### src/rtl/uart_fifo_xcvr.sv
// UART transmitter and receiver; received words land in a first-word-fall-through FIFO with sticky error flags.
// Optional feature: define UART_PARITY_EN for one parity bit per frame (polarity from PARITY_ODD).
module uart_fifo_xcvr #(
    parameter int CLKS_PER_BIT = 87,
    parameter int DATA_BITS    = 8,
    parameter int FIFO_DEPTH   = 16,
    parameter int PARITY_ODD   = 0
) (
    input  logic                        i_Clock,
    input  logic                        i_Rst_n,
    input  logic                        i_Tx_DV,
    input  logic [DATA_BITS-1:0]        i_Tx_Byte,
    output logic                        o_Tx_Ready,
    output logic                        o_Tx_Active,
    output logic                        o_Tx_Serial,
    input  logic                        i_Rx_Serial,
    input  logic                        i_Rx_Rd,
    output logic [DATA_BITS-1:0]        o_Rx_Byte,
    output logic                        o_Rx_Empty,
    output logic                        o_Rx_Full,
    output logic [$clog2(FIFO_DEPTH):0] o_Rx_Count,
    input  logic                        i_Err_Clr,
    output logic                        o_Rx_Overrun,
    output logic                        o_Rx_Frame_Err,
    output logic                        o_Rx_Parity_Err
);
    localparam int          AW        = $clog2(FIFO_DEPTH);
    localparam logic [15:0] BIT_LAST  = 16'(CLKS_PER_BIT - 1);
    localparam logic [15:0] HALF_LAST = 16'(CLKS_PER_BIT / 2 - 1);
    localparam logic [3:0]  DATA_LAST = 4'(DATA_BITS - 1);
    localparam logic [AW:0] DEPTH_C   = (AW+1)'(FIFO_DEPTH);

`ifdef UART_PARITY_EN
    typedef enum logic [2:0] {IDLE, START, DATA, PARITY, STOP} state_t;

    function automatic logic par_of(input logic [DATA_BITS-1:0] d);
        return (^d) ^ PARITY_ODD[0];
    endfunction
`else
    typedef enum logic [2:0] {IDLE, START, DATA, STOP} state_t;
`endif

    state_t               tx_state;
    logic [15:0]          tx_cnt;
    logic [3:0]           tx_bit;
    logic [DATA_BITS-1:0] tx_shift;
`ifdef UART_PARITY_EN
    logic                 tx_par;
`endif

    always_ff @(posedge i_Clock) begin
        if (tx_state == IDLE && i_Tx_DV && o_Tx_Ready) begin
            tx_shift <= i_Tx_Byte;
`ifdef UART_PARITY_EN
            tx_par   <= par_of(i_Tx_Byte);
`endif
        end else if ((tx_state == START || tx_state == DATA) && tx_cnt == BIT_LAST) begin
            tx_shift <= tx_shift >> 1;
        end
    end

    always_ff @(posedge i_Clock or negedge i_Rst_n) begin
        if (!i_Rst_n) begin
            tx_state    <= IDLE;
            tx_cnt      <= '0;
            tx_bit      <= '0;
            o_Tx_Serial <= 1'b1;
            o_Tx_Ready  <= 1'b1;
            o_Tx_Active <= 1'b0;
        end else if (tx_state == IDLE) begin
            tx_cnt <= '0;
            tx_bit <= '0;
            if (i_Tx_DV && o_Tx_Ready) begin
                tx_state    <= START;
                o_Tx_Serial <= 1'b0;
                o_Tx_Ready  <= 1'b0;
                o_Tx_Active <= 1'b1;
            end
        end else if (tx_cnt != BIT_LAST) begin
            tx_cnt <= tx_cnt + 16'd1;
        end else begin
            // bit boundary: tx_shift[0] already holds the next data bit
            tx_cnt <= '0;
            if (tx_state == START) begin
                tx_state    <= DATA;
                o_Tx_Serial <= tx_shift[0];
            end else if (tx_state == DATA) begin
                if (tx_bit == DATA_LAST) begin
`ifdef UART_PARITY_EN
                    tx_state    <= PARITY;
                    o_Tx_Serial <= tx_par;
`else
                    tx_state    <= STOP;
                    o_Tx_Serial <= 1'b1;
`endif
                end else begin
                    tx_bit      <= tx_bit + 4'd1;
                    o_Tx_Serial <= tx_shift[0];
                end
`ifdef UART_PARITY_EN
            end else if (tx_state == PARITY) begin
                tx_state    <= STOP;
                o_Tx_Serial <= 1'b1;
`endif
            end else begin
                tx_state    <= IDLE;
                o_Tx_Ready  <= 1'b1;
                o_Tx_Active <= 1'b0;
            end
        end
    end

    logic                 rx_sync_p0, rx_sync_p1;
    state_t               rx_state;
    logic [15:0]          rx_cnt;
    logic [3:0]           rx_bit;
    logic [DATA_BITS-1:0] rx_shift;
    logic                 rx_hold, rx_push, rx_fe_p;
`ifdef UART_PARITY_EN
    logic                 rx_par_bad, rx_pe_p;
`endif

    always_ff @(posedge i_Clock or negedge i_Rst_n) begin
        if (!i_Rst_n) begin
            rx_sync_p0 <= 1'b1;
            rx_sync_p1 <= 1'b1;
        end else begin
            rx_sync_p0 <= i_Rx_Serial;
            rx_sync_p1 <= rx_sync_p0;
        end
    end

    always_ff @(posedge i_Clock) begin
        if (rx_state == DATA && rx_cnt == BIT_LAST)
            rx_shift <= {rx_sync_p1, rx_shift[DATA_BITS-1:1]};
    end

    always_ff @(posedge i_Clock or negedge i_Rst_n) begin
        if (!i_Rst_n) begin
            rx_state <= IDLE;
            rx_cnt   <= '0;
            rx_bit   <= '0;
            rx_hold  <= 1'b0;
            rx_push  <= 1'b0;
            rx_fe_p  <= 1'b0;
`ifdef UART_PARITY_EN
            rx_par_bad <= 1'b0;
            rx_pe_p    <= 1'b0;
`endif
        end else begin
            rx_push <= 1'b0;
            rx_fe_p <= 1'b0;
`ifdef UART_PARITY_EN
            rx_pe_p <= 1'b0;
`endif
            case (rx_state)
                IDLE: begin
                    rx_cnt <= '0;
                    rx_bit <= '0;
`ifdef UART_PARITY_EN
                    rx_par_bad <= 1'b0;
`endif
                    // after a framing error the line must return high before a new start counts
                    if (rx_sync_p1)    rx_hold  <= 1'b0;
                    else if (!rx_hold) rx_state <= START;
                end
                START: begin
                    if (rx_cnt != HALF_LAST) begin
                        rx_cnt <= rx_cnt + 16'd1;
                    end else begin
                        rx_cnt   <= '0;
                        rx_state <= rx_sync_p1 ? IDLE : DATA;
                    end
                end
                default: begin
                    if (rx_cnt != BIT_LAST) begin
                        rx_cnt <= rx_cnt + 16'd1;
                    end else begin
                        rx_cnt <= '0;
                        if (rx_state == DATA) begin
                            if (rx_bit == DATA_LAST)
`ifdef UART_PARITY_EN
                                rx_state <= PARITY;
`else
                                rx_state <= STOP;
`endif
                            else
                                rx_bit <= rx_bit + 4'd1;
`ifdef UART_PARITY_EN
                        end else if (rx_state == PARITY) begin
                            rx_par_bad <= (rx_sync_p1 != par_of(rx_shift));
                            rx_state   <= STOP;
`endif
                        end else begin
                            rx_state <= IDLE;
                            if (!rx_sync_p1) begin
                                rx_fe_p <= 1'b1;
                                rx_hold <= 1'b1;
                            end
`ifdef UART_PARITY_EN
                            else if (rx_par_bad) rx_pe_p <= 1'b1;
`endif
                            else rx_push <= 1'b1;
                        end
                    end
                end
            endcase
        end
    end

    logic [DATA_BITS-1:0] mem [FIFO_DEPTH];
    logic [AW-1:0]        wr_ptr, rd_ptr;
    logic                 do_push, do_pop;

    assign do_pop     = i_Rx_Rd && !o_Rx_Empty;
    assign do_push    = rx_push && (!o_Rx_Full || do_pop);
    assign o_Rx_Empty = (o_Rx_Count == '0);
    assign o_Rx_Full  = (o_Rx_Count == DEPTH_C);
    assign o_Rx_Byte  = o_Rx_Empty ? '0 : mem[rd_ptr];

    always_ff @(posedge i_Clock) begin
        if (do_push) mem[wr_ptr] <= rx_shift;
    end

    always_ff @(posedge i_Clock or negedge i_Rst_n) begin
        if (!i_Rst_n) begin
            wr_ptr         <= '0;
            rd_ptr         <= '0;
            o_Rx_Count     <= '0;
            o_Rx_Overrun   <= 1'b0;
            o_Rx_Frame_Err <= 1'b0;
        end else begin
            if (do_push) wr_ptr <= wr_ptr + AW'(1);
            if (do_pop)  rd_ptr <= rd_ptr + AW'(1);
            case ({do_push, do_pop})
                2'b10:   o_Rx_Count <= o_Rx_Count + (AW+1)'(1);
                2'b01:   o_Rx_Count <= o_Rx_Count - (AW+1)'(1);
                default: o_Rx_Count <= o_Rx_Count;
            endcase
            // a same-cycle error event overrides the clear
            o_Rx_Overrun   <= (o_Rx_Overrun & ~i_Err_Clr) | (rx_push & o_Rx_Full & ~do_pop);
            o_Rx_Frame_Err <= (o_Rx_Frame_Err & ~i_Err_Clr) | rx_fe_p;
        end
    end

`ifdef UART_PARITY_EN
    always_ff @(posedge i_Clock or negedge i_Rst_n) begin
        if (!i_Rst_n) o_Rx_Parity_Err <= 1'b0;
        else          o_Rx_Parity_Err <= (o_Rx_Parity_Err & ~i_Err_Clr) | rx_pe_p;
    end
`else
    assign o_Rx_Parity_Err = PARITY_ODD[0] & 1'b0;
`endif

endmodule

### config.mk
export PLATFORM = sky130hd
export DESIGN_NAME = uart_fifo_xcvr
export DESIGN_NICKNAME = d
export VERILOG_FILES = /design/src/rtl/uart_fifo_xcvr.sv
export SDC_FILE = /design/constraint.sdc
export NUM_CORES = 1
export LEC_CHECK = 0
export CORE_MARGIN = 2
export CORE_UTILIZATION = 50
export CTS_CLUSTER_SIZE = 14
export DETAILED_ROUTE_END_ITERATION = 8
export GPL_TIMING_DRIVEN = 0
export PLACE_DENSITY_LB_ADDON = 0.12
export SLEW_MARGIN = 5
export SYNTH_ARGS = -nofsm -noshare
export SYNTH_HDL_FRONTEND = slang
export SYNTH_SLANG_ARGS = --single-unit
### constraint.sdc
create_clock -name i_Clock -period 3.5 [get_ports i_Clock]
set_clock_uncertainty 0.15 [all_clocks]
set_input_delay 0.7 -clock i_Clock [delete_from_list [all_inputs] [get_ports i_Clock]]
set_output_delay 0.7 -clock i_Clock [all_outputs]
set_load 0.02 [all_outputs]
**Run 1: gate-type map**

Scale bar: 50 µm.
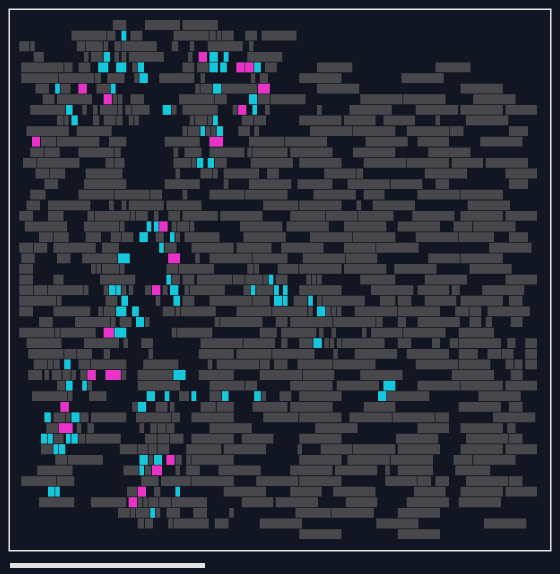
Magenta stands for AND and OR gates, cells 21. Cyan stands for NAND gates, cells 76.

**Run 1: local utilization**

The die is cut into 14 by 14 equal tiles; black is low, pale yellow is high, 0 to 100% covered.
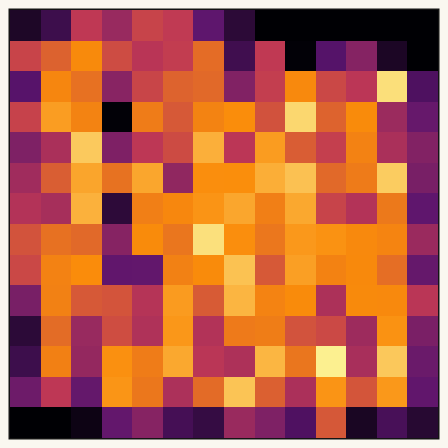
The densest ninth of the die: centre. The mean over all tiles is 53%. The fullest tile reaches 97%. 19% of the tiles are over 75% full. The emptiest ninth of the die: upper right. 5.6% of the tiles are nearly empty.

**Run 1: nets reached from selected ports**

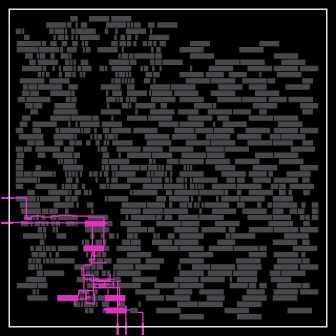
Magenta stands for `o_Rx_Count`, direction output, end cells 5, buffers 5, wire 342 µm.

[run 1: critical path, stage by stage, from the launching register on]
cell	delay (ns)
dfrtp_1	0.57
clkbuf_2	0.38
mux4_2	0.41
mux2i_1	0.22
o22ai_1	0.11
dlygate4sd2_1	0.33
[run 1: cells in the final DEF (no fill, tap or decap), types with 8 or more instances in the layout]
cell and count:
clkbuf_1 23, clkbuf_16 24, clkdlybuf4s50_1 23, dfrtp_1 63, dlygate4sd2_1 8, edfxtp_1 144, ha_1 17, inv_1 17
mux2_2 9, mux2i_1 17, mux4_2 32, nand2_1 29, nand3_1 22, nand4_1 10, nor2_1 66, o22ai_1 13
xnor2_1 18, xor2_1 18
==> qor.yml, run 1 <==
topCombFamilyByArea: "multiplexers"
final_util_pct: 58.5
hold_ws_ns: 0.151
vias: 5187
critPathKind: "reg -> out"
r2r_slack_ns: 0.43
syn2layout_area_growth_pct: 15.5
die_w_um: 138
placed_area_mm2: 0.00965
rsz0062_at_grt: "false"
top_cell_area_share_pct: 47.8
p_seq_mw: 2.84
crit_end: "o_Rx_Byte[4]"
rows: 49
gp_congestion: 0.780
grt_max_degree: 68
placed_cells: 874
clock_sinks: 211
yosys_cells: 613
synthesis.area_mm2: 0.00904
ios: 35
wire_per_inst_um: 19.3
floorplan.nets: 644
sw_frac_of_total_pct: 28.4
tightest_slew_ns: 1.19
total_power_mw: 6.89
grt_util_met1_pct: 26.6
ant_nets: 0
status: "finished, final reports clean"
num_tap_cells: 229
synthAoiAreaFrac_pct: 4.41
grt_use_met3_pct: 2.56
clock_area_share_pct: 7.07
n_antenna_cell: 0
fillers: 1378
grt_pass1_wl_um: 29100
wl_met2_um: 8750
holdCritPathClass: "in -> async"
p_seq_share_pct: 41.3
core_mm2: 0.0178
post-place-ws_ns: -0.153
period_minus_slack_ns: 3.38
seq_area_share_pct: 57.5
multi_input_comb_cells: 352
dpl.hpwl_um: 11500
r2r-end: "mem[2][5]"
signal_buffers: 60
p_clk_mw: 2.34
synth-edff-count: 144
arrival_ns: 2.53
setup_tns_ns: 0
startpoint: "rd_ptr[1]"
finalClockPeriodUsage_pct: 96.5
top_cells_by_area: "edfxtp_1 (48%), dfrtp_1 (17%), mux4_2 (8.0%)"
postCtsHoldBufs: 0
largest_reg_flops: 128
ff_type: "edfxtp_1"
buffer_area_share_pct: 4.47
comb-power_mw: 1.71
end_kind: "primary output"
mux_share_pct: 11.3
die_h_um: 138
cts_setup_buffers: 0
grt_use_met2_pct: 32.5
largest_cell_class: "flip-flops and latches"
synth-simple-area-share_pct: 9.71
r2r_cells: 7
inverters_excl_clock: 18
slew_viol_final: 0
rr_startpoint: "o_Rx_Count[2]"
h-tree-depth: 1
largest-register: "mem"
fin_nets: 697
numCtsBuffers: 23
track_usage_pct: 19.1
drive_gt1_share_pct: 15.5
antenna_found_initial: 0
p_comb_share_pct: 24.8
clk_pin_slew_ns: 0.06
stdcell_area_mm2: 0.0104
flops: 211
slew_headroom_pct: 19.5
clock_path_buffers: 3
chip_area_mm2: 0.0192
initCoreUtil_pct: 50.7
top_layer: "met4"
port_buffers: 32
grt.busiest_layer: "met2"
drc_errors: 0
power_switching_mw: 1.96
dr_wl_met3_um: 835
yosys.area_share.adder_pct: 2.35
maxPowerGroup: "registers"
ir_worst_vdd_mv: 0.560
top_area_cell: "edfxtp_1"
wl_met1_um: 7800
top_regs: "mem x128, rx_cnt x16, tx_cnt x16"
postSynthSeqShare_pct: 66.4
avgSynthCellArea_um2: 14.8
grt_pass1_vias: 5402
cts_resized: 28
drt_first_iter_violations: 312
pwr-share-clk_pct: 34.0
required_ns: 2.65
power.internal_mw: 4.93
clkbuf_count: 34
synthCells: 613
synth_top_cell_by_count: "edfxtp_1"
root_buffer: "clkbuf_16"
grt.overflow.total: 0
warnings: 34
final_hold_viol_count: 0
ys_top_cells_by_count: "edfxtp_1 (144), nor2_1 (66), dfrtp_1 (63)"
synth.distinct_cells: 60
ys_ff: 211
seq_area_mm2: 0.00601
setup-violations-final: 0
layout.cells.non_filler: 912
synthXorXnorAreaFrac_pct: 3.49
sh_comb_area_pct: 27.6
async_reset_ff_share_pct: 31.8
wl_um: 17600
yosysChipArea_mm2: 0.00904
**Run 1: placed standard cells**

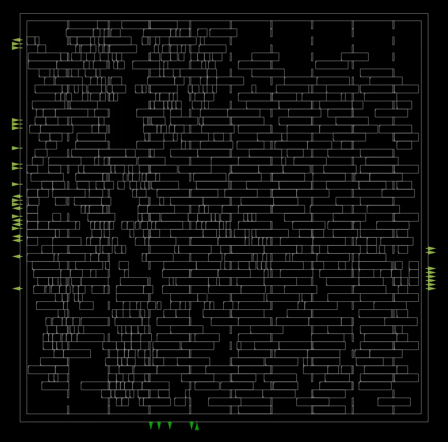

==> run 2: changes to the inputs <==
--- a/config.mk
+++ b/config.mk
@@ -9,7 +9,6 @@
 export CORE_UTILIZATION = 50
 export CTS_CLUSTER_SIZE = 14
 export DETAILED_ROUTE_END_ITERATION = 8
-export GPL_TIMING_DRIVEN = 0
 export PLACE_DENSITY_LB_ADDON = 0.12
 export SLEW_MARGIN = 5
 export SYNTH_ARGS = -nofsm -noshare
**Run 2: placed standard cells**

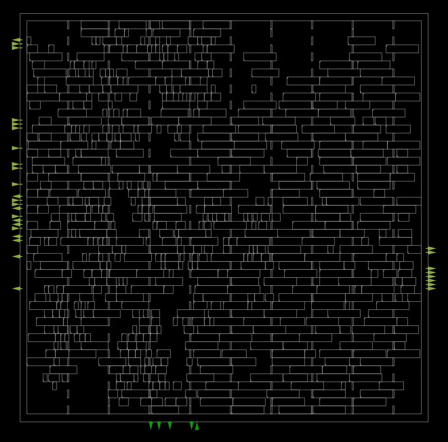
fraction of area in registers: 57.1%
fillers: 1,370
CORE AREA: 0.0178 mm²
seq_cells: 211

==> qor.yml, run 2 <==
status: "finished, final reports clean"
synthesis.area_mm2: 0.00904  # unchanged
synth-edff-count: 144  # unchanged
critPathKind: "reg -> out"
period_minus_slack_ns: 3.17  # -0.205 ns
track_usage_pct: 18.9  # -0.20 points
total_power_mw: 6.93  # +0.60%
r2r_cells: 11  # +4
holdCritPathClass: "in -> async"
buffer_area_share_pct: 5.47  # +1.0 points
cts_resized: 2  # -93%
r2r-end: "o_Rx_Count[4]"
rr_startpoint: "o_Rx_Count[2]"
largest_cell_class: "flip-flops and latches"
ys_top_cells_by_count: "edfxtp_1 (144), nor2_1 (66), dfrtp_1 (63)"
top_cells_by_area: "edfxtp_1 (48%), dfrtp_1 (17%), mux4_2 (8.0%)"
p_clk_mw: 2.37  # about the same
post-place-ws_ns: 0.463  # +0.616 ns
seq_area_mm2: 0.00601  # about the same
h-tree-depth: 1  # unchanged
slew_viol_final: 0  # unchanged
warnings: 34  # unchanged
async_reset_ff_share_pct: 31.8  # unchanged
grt_max_degree: 33  # -51%
wl_met2_um: 8620  # -1.5%
clkbuf_count: 31  # -8.8%
crit_end: "o_Rx_Empty"
die_h_um: 138  # unchanged
power.internal_mw: 5.03  # +2.0%
num_tap_cells: 229  # unchanged
top_area_cell: "edfxtp_1"
yosysChipArea_mm2: 0.00904  # unchanged
cp_top_family: "buffers and inverters"
port_buffers: 33  # +3.1%
r2r_slack_ns: 0.64  # +0.21 ns
avgSynthCellArea_um2: 14.8  # unchanged
ff_type: "edfxtp_1"
finalClockPeriodUsage_pct: 90.7  # -5.9 points
chip_area_mm2: 0.0192  # unchanged
fin_nets: 694  # -0.43%
gp_congestion: 0.846  # +8.5%
top_regs: "mem x128, rx_cnt x16, tx_cnt x16"
pwr-share-clk_pct: 34.2  # +0.2 points
maxPowerGroup: "registers"
postSynthSeqShare_pct: 66.4  # unchanged
setup_tns_ns: 0  # unchanged
top_cell_area_share_pct: 47.8  # unchanged
power_switching_mw: 1.90  # -3.0%
vias: 5220  # +0.64%
ant_nets: 0  # unchanged
slowest_stage: "clkdlybuf4s50_1"
wl_met1_um: 7870  # +0.81%
synth_top_cell_by_count: "edfxtp_1"
grt_pass1_wl_um: 28900  # -0.64%
ios: 35  # unchanged
multi_input_comb_cells: 352  # unchanged
placed_cells: 866  # -0.92%
final_hold_viol_count: 0  # unchanged
drt_first_iter_violations: 335  # +7.4%
syn2layout_area_growth_pct: 16.3
yosys_cells: 613  # unchanged
layout.cells.non_filler: 909  # -0.33%
comb-power_mw: 1.74  # about the same
n_antenna_cell: 0  # unchanged
final_util_pct: 59.0  # +0.41 points
tightest_slew_ns: 1.18  # -0.0180 ns
lay_top_count: "edfxtp_1"
required_ns: 2.65  # about the same
grt_use_met3_pct: 2.74  # +0.17 points
clock_area_share_pct: 7.02  # -0.049 points
critical_path.cell_chain: "nor4_2 -> nand2b_1 -> inv_2 -> clkdlybuf4s50_1"
p_seq_mw: 2.82  # about the same
clock_path_buffers: 3  # unchanged
**Run 2: gate-type map**

Scale bar: 50 µm.
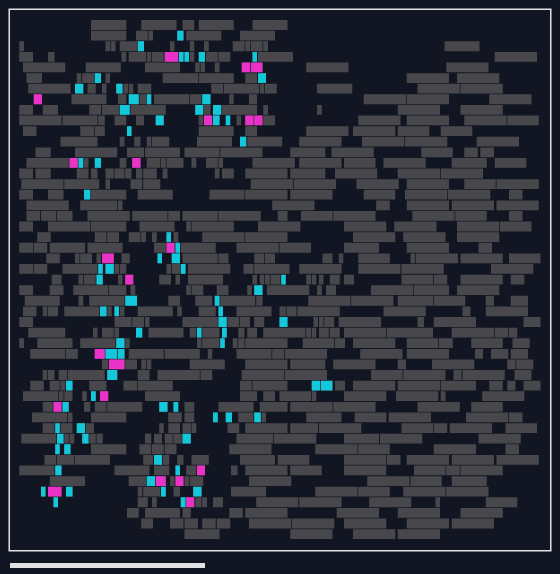
Magenta stands for AND and OR gates, cells 21. Cyan stands for NAND gates, cells 76.

## run 2: cell types whose count changed in the layout (fill, tap and decap cells not counted), moves of 2 or more
cell	change
buf_4	+17
clkbuf_1	-15
dlygate4sd2_1	-8
dlymetal6s2s_1	+8
clkbuf_2	-3
clkbuf_8	-3
mux2i_1	+3
mux2i_2	-3
nor3_1	+3
nor3_2	-3
buf_12	+2
buf_6	-2
buf_8	-2
bufinv_16	+2
## run 2: cells by family (layout without fill, tap and decap cells)
family	count (synthesis)	count (layout)	share of synthesized area, %
adder cells (fa/ha/maj)	17	17	2.35
AND/OR/NAND/NOR	180	180	9.71
buffers and inverters	50	117	2.28
XOR/XNOR	36	36	3.49
flip-flops	211	211	66.4
other	1	1	0.0415
multiplexers	61	61	11.3
AND-OR/OR-AND	57	57	4.41
**Run 2: local utilization**

The die is cut into 14 by 14 equal tiles; black is low, pale yellow is high, 0 to 100% covered.
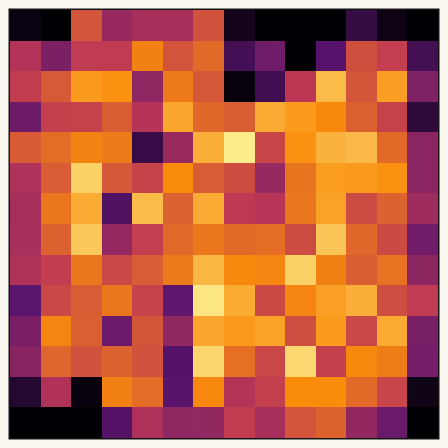

==> run 3: changes to the inputs <==
--- a/config.mk
+++ b/config.mk
@@ -6,7 +6,7 @@
 export NUM_CORES = 1
 export LEC_CHECK = 0
 export CORE_MARGIN = 2
-export CORE_UTILIZATION = 50
+export CORE_UTILIZATION = 55
 export CTS_CLUSTER_SIZE = 14
 export DETAILED_ROUTE_END_ITERATION = 8
 export PLACE_DENSITY_LB_ADDON = 0.12
**Run 3: local utilization**

The die is cut into 13 by 13 equal tiles; black is low, pale yellow is high, 0 to 100% covered.
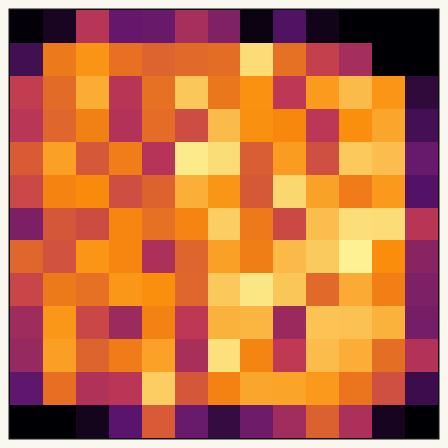
32% of the tiles are over 75% full. 5.3% of the tiles are nearly empty. The emptiest ninth of the die: upper right. The fullest tile reaches 97%. The mean over all tiles is 59%.

==> qor.yml, run 3 <==
top_area_cell: "edfxtp_1"
r2r_slack_ns: 0.59  # -0.05 ns
period_minus_slack_ns: 3.40  # +0.222 ns
wire_per_inst_um: 18.9
synth-simple-area-share_pct: 9.71  # unchanged
fmax_mhz: 294
top_cells_by_area: "edfxtp_1 (48%), dfrtp_1 (17%), mux4_2 (8.0%)"
post-place-ws_ns: 0.398  # -0.0646 ns
ios: 35  # unchanged
synth.distinct_cells: 60
slowest_stage: "clkdlybuf4s50_1"
postCtsHoldBufs: 0
critical_path.cell_chain: "buf_12 -> mux4_2 -> mux2i_1 -> o22ai_1 -> clkdlybuf4s50_1"
required_ns: 2.65  # about the same
top_regs: "mem x128, rx_cnt x16, tx_cnt x16"
startpoint: "rd_ptr[0]"
largest-register: "mem"
synthesis.area_mm2: 0.00904  # unchanged
placed_area_mm2: 0.00972
mux_share_pct: 11.3  # unchanged
antenna_found_initial: 0
tightest_slew_ns: 0.862  # -0.314 ns
holdCritPathClass: "in -> async"
die_h_um: 132  # -4.5%
synth_top_cell_by_count: "edfxtp_1"
ys_ff: 211
drt_first_iter_violations: 426  # +27%
setup_tns_ns: 0  # unchanged
cp-start-kind: "register"
slew_headroom_pct: 40.9
grt_pass1_vias: 5337
grt.overflow.total: 0
gp_congestion: 0.857  # +1.3%
status: "finished, final reports clean"
final_util_pct: 65.8  # +6.8 points
wl_um: 17000
grt_max_degree: 43  # +30%
synthCells: 613
final_hold_viol_count: 0  # unchanged
postSynthSeqShare_pct: 66.4  # unchanged
mostFrequentLayoutCells: "edfxtp_1 (144), nor2_1 (66), dfrtp_1 (62)"
topCombFamilyByArea: "multiplexers"
placed_cells: 854  # -1.4%
largest_reg_flops: 128
rsz0062_at_grt: "false"
maxCapViolCount: 0
n_antenna_cell: 0  # unchanged
synthXorXnorAreaFrac_pct: 3.49  # unchanged
hold_ws_ns: 0.0602
fin_nets: 694  # unchanged
leakagePower_nw: 3.90
viasPerCell: 5.77
end_kind: "primary output"
cp.buffers_inverters: 2
yosysChipArea_mm2: 0.00904  # unchanged
floorplan.nets: 644
chip_area_mm2: 0.0175  # -8.8%
ir_worst_vdd_mv: 0.497
ant_nets: 0  # unchanged
top_cell_area_share_pct: 47.8  # unchanged
setup_ws_ns: 0.104
vias: 5164  # -1.1%
cts_tree: "done"
slowest_delay_ns: 0.54
clk_pin_slew_ns: 0.06
path_max_fanout: 19
r2r_cells: 12  # +1
drc_errors: 0
clock_sinks: 211
initCoreUtil_pct: 56.5
numCtsBuffers: 22
dpl.hpwl_um: 11100
clock_latency_ns: 0.49
ys_top_cells_by_count: "edfxtp_1 (144), nor2_1 (66), dfrtp_1 (63)"
drive_gt1_share_pct: 16.6
grt_pass1_wl_um: 28100  # -2.8%
setup-violations-final: 0
arrival_ns: 2.55
cp.depth: 5
warnings: 34  # unchanged
h-tree-depth: 1  # unchanged
yosys.area_share.adder_pct: 2.35  # unchanged
cts_setup_buffers: 0
firstDrtPassIters: 5
crit_end: "o_Rx_Byte[1]"
synth-edff-count: 144  # unchanged
critPathKind: "reg -> out"
track_usage_pct: 20.2  # +1.3 points
die_w_um: 132
async_reset_ff_share_pct: 31.8  # unchanged
yosys_warnings: 0
powerDensity_mw_per_mm2: 668
stdcell_area_mm2: 0.0105
layout.cells.non_filler: 895  # -1.5%
syn2layout_area_growth_pct: 16.4  # about the same
synthAoiAreaFrac_pct: 4.41  # unchanged
avgSynthCellArea_um2: 14.8  # unchanged
lay_top_count: "edfxtp_1"
cp_top_family: "multiplexers"
total_power_mw: 7.03  # +1.4%
r2r-end: "o_Rx_Count[4]"
yosys_cells: 613  # unchanged
clock_path_buffers: 3  # unchanged
slew_viol_final: 0  # unchanged
port_buffers: 33  # unchanged
rr_startpoint: "o_Rx_Count[2]"
root_buffer: "clkbuf_16"
cts_resized: 1  # -1
ff_type: "edfxtp_1"
finalClockPeriodUsage_pct: 97.0  # +6.3 points
**Run 3: placed standard cells**

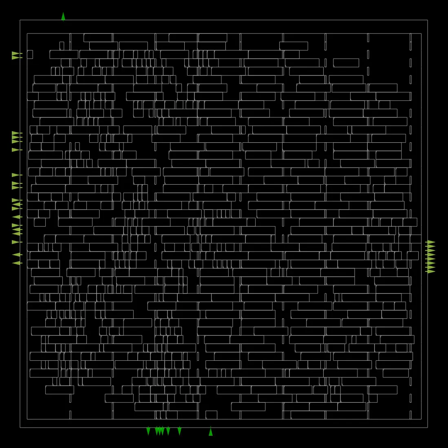
fillers: 1,171
# rows: 46
CORE AREA: 0.0160 mm²

run 3: cell counts after synthesis:
Identical to the previous run, type by type.
run 3: per-layer routing:
metal | share of wire (%) | vias to the layer above | GRT usage [%]
met5 | 0 | - | 0
met4 | 2.0 | 0 | 5.73
met3 | 3.9 | 33 | 3.11
met2 | 49 | 113 | 34.1
met1 | 45 | 2629 | 27.6
li1 | - | 2389 | -
run 3: area by class of cell:
cell class | instances | area [µm²]
Sequential cell | 211 | 6010
Fill cell | 1171 | 5470
Inverter | 18 | 67.6
Clock buffer | 27 | 601
Timing Repair Buffer | 58 | 561
Clock inverter | 13 | 185
Tap cell | 216 | 270
Multi-Input combinational cell | 352 | 2840
run 3: where the power goes:
part           switching (mW)  internal (mW)  total, mW
combinational           0.858          0.876       1.73
clock                   0.907           1.58       2.49
sequential             0.0971           2.71       2.81
No activity file was given, so power comes from the tool's default toggle rates.
